--- src/rtl/r_ptr_handler_if.sv ---
// Read-side pointer bundle between the FIFO read logic and its environment.
// Pure wiring, no latency; no backpressure (i_ren is qualified by empty_flag inside the handler).
// The slave modport is the handler itself; the master modport is the read-domain user/synchroniser.
interface r_ptr_handler_if #(
  parameter int ADDR_W = 3
);
  logic              i_ren;
  logic [ADDR_W:0]   g_w_ptr_sync;
  logic [ADDR_W-1:0] r_addr;
  logic [ADDR_W:0]   g_r_ptr;
  logic              empty_flag;
  logic              almost_empty;
  logic [ADDR_W:0]   rd_count;
  logic              r_valid;
  logic              underflow;

  modport master (
    output i_ren, g_w_ptr_sync,
    input  r_addr, g_r_ptr, empty_flag, almost_empty, rd_count, r_valid, underflow
  );

  modport slave (
    input  i_ren, g_w_ptr_sync,
    output r_addr, g_r_ptr, empty_flag, almost_empty, rd_count, r_valid, underflow
  );
endinterface

--- src/rtl/r_ptr_handler.sv ---
// Async-FIFO read-domain pointer and status flags (empty, almost-empty, occupancy, underflow).
// All outputs registered; r_valid follows an accepted read by one cycle (1-cycle sync RAM).
// Reads are accepted only while the registered empty_flag is low; reads while empty set underflow.
module r_ptr_handler #(
  parameter int ADDR_W    = 3,
  parameter int AEMPTY_TH = 1
) (
  input logic              i_rclk,
  input logic              i_rst,
  r_ptr_handler_if.slave   bus
);

  localparam logic [ADDR_W:0] AE_TH = (ADDR_W+1)'(AEMPTY_TH);

  logic [ADDR_W:0] r_ptr_q,    r_ptr_d;
  logic [ADDR_W:0] g_r_ptr_q,  g_r_ptr_d;
  logic [ADDR_W:0] rd_count_q, rd_count_d;
  logic            empty_q,    empty_d;
  logic            aempty_q,   aempty_d;
  logic            r_valid_q,  r_valid_d;
  logic            underflow_q, underflow_d;
  logic            rd_accept;
  logic [ADDR_W:0] w_bin;

  // Next-state: advance on accepted read, decode the synced write pointer, derive status.
  always_comb begin
    rd_accept = bus.i_ren & ~empty_q;
    r_ptr_d   = r_ptr_q + {{ADDR_W{1'b0}}, rd_accept};
    g_r_ptr_d = r_ptr_d ^ (r_ptr_d >> 1);

    // Gray to binary: each bit is the XOR of all Gray bits from the MSB down to it.
    w_bin         = '0;
    w_bin[ADDR_W] = bus.g_w_ptr_sync[ADDR_W];
    for (int i = ADDR_W - 1; i >= 0; i--) begin
      w_bin[i] = w_bin[i+1] ^ bus.g_w_ptr_sync[i];
    end

    // Status uses the post-read pointer so the draining edge raises empty immediately.
    empty_d     = (g_r_ptr_d == bus.g_w_ptr_sync);
    rd_count_d  = w_bin - r_ptr_d;
    aempty_d    = (rd_count_d <= AE_TH);
    r_valid_d   = rd_accept;
    underflow_d = underflow_q | (bus.i_ren & empty_q);
  end

  // State registers with synchronous reset; reset edge ignores i_ren and the write pointer.
  always_ff @(posedge i_rclk) begin
    if (i_rst) begin
      r_ptr_q     <= '0;
      g_r_ptr_q   <= '0;
      rd_count_q  <= '0;
      empty_q     <= 1'b1;
      aempty_q    <= 1'b1;
      r_valid_q   <= 1'b0;
      underflow_q <= 1'b0;
    end else begin
      r_ptr_q     <= r_ptr_d;
      g_r_ptr_q   <= g_r_ptr_d;
      rd_count_q  <= rd_count_d;
      empty_q     <= empty_d;
      aempty_q    <= aempty_d;
      r_valid_q   <= r_valid_d;
      underflow_q <= underflow_d;
    end
  end

  assign bus.r_addr       = r_ptr_q[ADDR_W-1:0];
  assign bus.g_r_ptr      = g_r_ptr_q;
  assign bus.empty_flag   = empty_q;
  assign bus.almost_empty = aempty_q;
  assign bus.rd_count     = rd_count_q;
  assign bus.r_valid      = r_valid_q;
  assign bus.underflow    = underflow_q;

endmodule

--- src/flat_wrapper.sv ---
// flat-port wrapper written by rule: the top's interface ports become plain ports
module r_ptr_handler_flat 
#(
  parameter int ADDR_W    = 3,
  parameter int AEMPTY_TH = 1
)
  (i_rclk, i_rst, bus_i_ren, bus_g_w_ptr_sync, bus_r_addr, bus_g_r_ptr, bus_empty_flag, bus_almost_empty, bus_rd_count, bus_r_valid, bus_underflow);
  r_ptr_handler_if #(.ADDR_W(ADDR_W)) bus_i ();
  input logic i_rclk;
  input logic i_rst;
  input wire logic [$bits(bus_i.i_ren)-1:0] bus_i_ren;
  input wire logic [$bits(bus_i.g_w_ptr_sync)-1:0] bus_g_w_ptr_sync;
  output wire logic [$bits(bus_i.r_addr)-1:0] bus_r_addr;
  output wire logic [$bits(bus_i.g_r_ptr)-1:0] bus_g_r_ptr;
  output wire logic [$bits(bus_i.empty_flag)-1:0] bus_empty_flag;
  output wire logic [$bits(bus_i.almost_empty)-1:0] bus_almost_empty;
  output wire logic [$bits(bus_i.rd_count)-1:0] bus_rd_count;
  output wire logic [$bits(bus_i.r_valid)-1:0] bus_r_valid;
  output wire logic [$bits(bus_i.underflow)-1:0] bus_underflow;
  assign bus_i.i_ren = bus_i_ren;
  assign bus_i.g_w_ptr_sync = bus_g_w_ptr_sync;
  assign bus_r_addr = bus_i.r_addr;
  assign bus_g_r_ptr = bus_i.g_r_ptr;
  assign bus_empty_flag = bus_i.empty_flag;
  assign bus_almost_empty = bus_i.almost_empty;
  assign bus_rd_count = bus_i.rd_count;
  assign bus_r_valid = bus_i.r_valid;
  assign bus_underflow = bus_i.underflow;
  r_ptr_handler #(.ADDR_W(ADDR_W), .AEMPTY_TH(AEMPTY_TH)) u_core (.i_rclk(i_rclk), .i_rst(i_rst), .bus(bus_i));
endmodule
--- config.mk ---
export PLATFORM = sky130hd
export DESIGN_NAME = r_ptr_handler_flat
export DESIGN_NICKNAME = d
export VERILOG_FILES = /design/src/rtl/r_ptr_handler_if.sv /design/src/rtl/r_ptr_handler.sv /design/src/flat_wrapper.sv
export SDC_FILE = /design/constraint.sdc
export NUM_CORES = 1
export LEC_CHECK = 0
export CAP_MARGIN = 20
export CORE_MARGIN = 4
export CORE_UTILIZATION = 40
export DETAILED_ROUTE_END_ITERATION = 12
export PLACE_DENSITY = 0.74
export SLEW_MARGIN = 20
export SYNTH_ARGS = -nofsm -noshare
export SYNTH_HDL_FRONTEND = slang
export SYNTH_SLANG_ARGS = --single-unit
export TNS_END_PERCENT = 50
--- constraint.sdc ---
create_clock -name i_rclk -period 2.2 [get_ports i_rclk]
set_input_delay 0.44 -clock i_rclk [delete_from_list [all_inputs] [get_ports i_rclk]]
set_output_delay 0.44 -clock i_rclk [all_outputs]
set_load 0.1 [all_outputs]
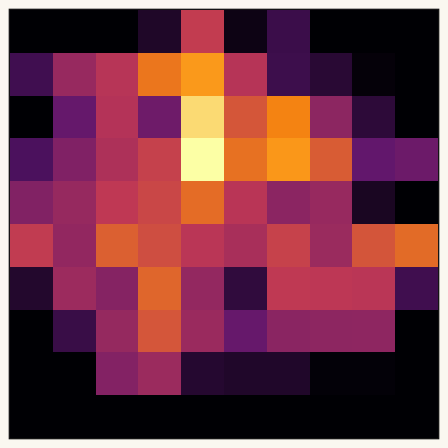
(images/metal_density.png)
The die is cut into 10 by 10 equal tiles; black is low, pale yellow is high, scaled to the fullest tile. Values are wire area over tile area, all layers added.
fullest tile: 0.31
mean over tiles: 0.093
nearly empty tiles: 28%
vias: 568
Total GRT Usage: 13.7%
WL final: 1.49 mm
Routed WL per cell: 11.7 um

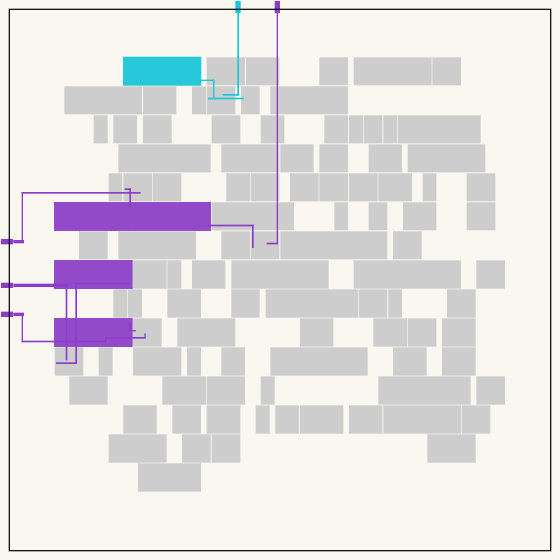
(images/io_fan.png)
| color | port | bits | direction | end cells | buffers | wire |
|---|---|---|---|---|---|---|
| cyan | bus_underflow | 1 | output | 1 | 1 | 15.4 um |
| purple | bus_rd_count | 4 | output | 4 | 4 | 90.0 um |

==> reports/qor.yml <==
clock_tree:
  ctsHoldBuffers: 0
  clkLatencyLatePin_ns: 0.28
  cts-buffers-inserted: 3
  cts_sinks: 15
die:
  die_x_um: 50.6
  placement_rows: 15
  fp_util_pct: 42.1
  io_pins: 22
synth:
  ys_top_logic_family: "XOR/XNOR gates"
  ys.flops: 15
  fp_nets: 80
  synthMuxAreaShare_pct: 1.55
  synth-simple-area-share_pct: 12.4
  ys_area_um2: 727
  avgSynthCellArea_um2: 10.7
  yosysMostFrequentCell: "dfxtp_1"
  aoi_share_pct: 9.81
  ys_types: 23
power_and_ir_drop:
  seq_power_share_pct: 36.1
  power.switching_uw: 363
  pwr-share-comb_pct: 45.9
  pwr-share-clk_pct: 18.0
  powerDensity_mw_per_mm2: 778
  irDropWorstVdd_mv: 0.545
  sw_frac_of_total_pct: 42.7
setup_path:
  reg2reg_depth: 9
  worstReg2RegStart: "u_core.bus.empty_flag"
  startpoint_type: "input pin"
  critPathMostFrequentCell: "ha_4"
  cp.arrival_ns: 2.29
  path_delay_family: "adder cells"
  critPathSlowestCell: "ha_4"
  worstSetupStartpoint: "bus_i_ren"
  required_ns: 2.37
  setup.worst_path.class: "in -> reg"
grt:
  grt_max_degree: 16
  overflow: 0
timing:
  slew_violations: 0
  fin_tns_setup_ns: 0
  hold_slack_ns: 0.490
  fmax_mhz: 472
  worst_clock_skew_ns: 0.0112
  setup_viol: 0
worst_hold_path:
  min_path_type: "reg -> reg"
final_layout:
  final_common_cell: "buf_4"
  syn2layout_area_growth_pct: 50.3
  final_layout_top_logic_cells: "26 x buf_4, 11 x dfxtp_1, 10 x nor2_1"
  drive_gt1_share_pct: 45.1
  antennaDiodeCount: 0
flow_run:
  warnings: 26
  cap_violations: 0
drt:
  first_iter_violations: 3
  first_pass_iters: 4
place:
  dpl.cell_count: 122
status:
  status: "finished, final reports clean"
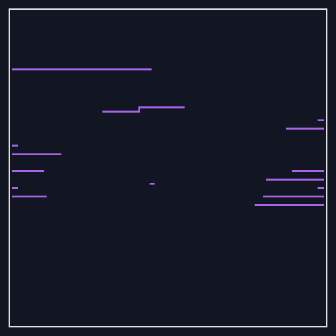
(images/layer_met3.png)
nets with wire on the layer: 14
wire length on this layer: 96.1 um
main direction: horizontal
share of all routed wire: 6.5%

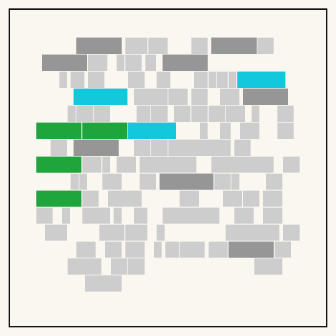
(images/flops_by_reg.png)
Other sequential cells in the stronger gray, the rest of the logic in the fainter gray.
| color | name in the netlist | flops |
|---|---|---|
| green | u_core.bus.rd_count | 4 |
| cyan | u_core.r_ptr_q | 3 |
FF+latch area: 310 um2
flop share of the area: 28.4%
post-layout util: 63.3%
P_seq: 307 uW

==> layer usage <==
metal	up-vias	wire, um	track usage (%)
met4	0	18	5.38
met3	2	96	5.64
met5	-	0	0
met2	16	716	22.4
met1	261	653	15.8
li1	289	-	-
==> cell type report <==
class	instances	area, um2
well taps	25	31.3
multi-input cells	48	459
clock buffers	4	26.3
repair buffers	32	254
inverters	3	11.3
fillers	164	634
flip-flops and latches	15	310
==> what timing repair did <==
item,4_1_cts,5_1_grt
setup buffers,1,0
pin swaps,7,1
setup endpoints to repair,4,2
gates resized,6,1
==> power by group through the flow <==
stage	Combinational, uW	Clock (uW)	Sequential, uW
2_1_floorplan	102	0	504
4_1_cts	393	161	308
6_report	390	153	307
3_5_place_dp	383	0	313
3_3_place_gp	379	0	314
5_1_grt	412	170	310
No activity file was given, so power comes from the tool's default toggle rates.
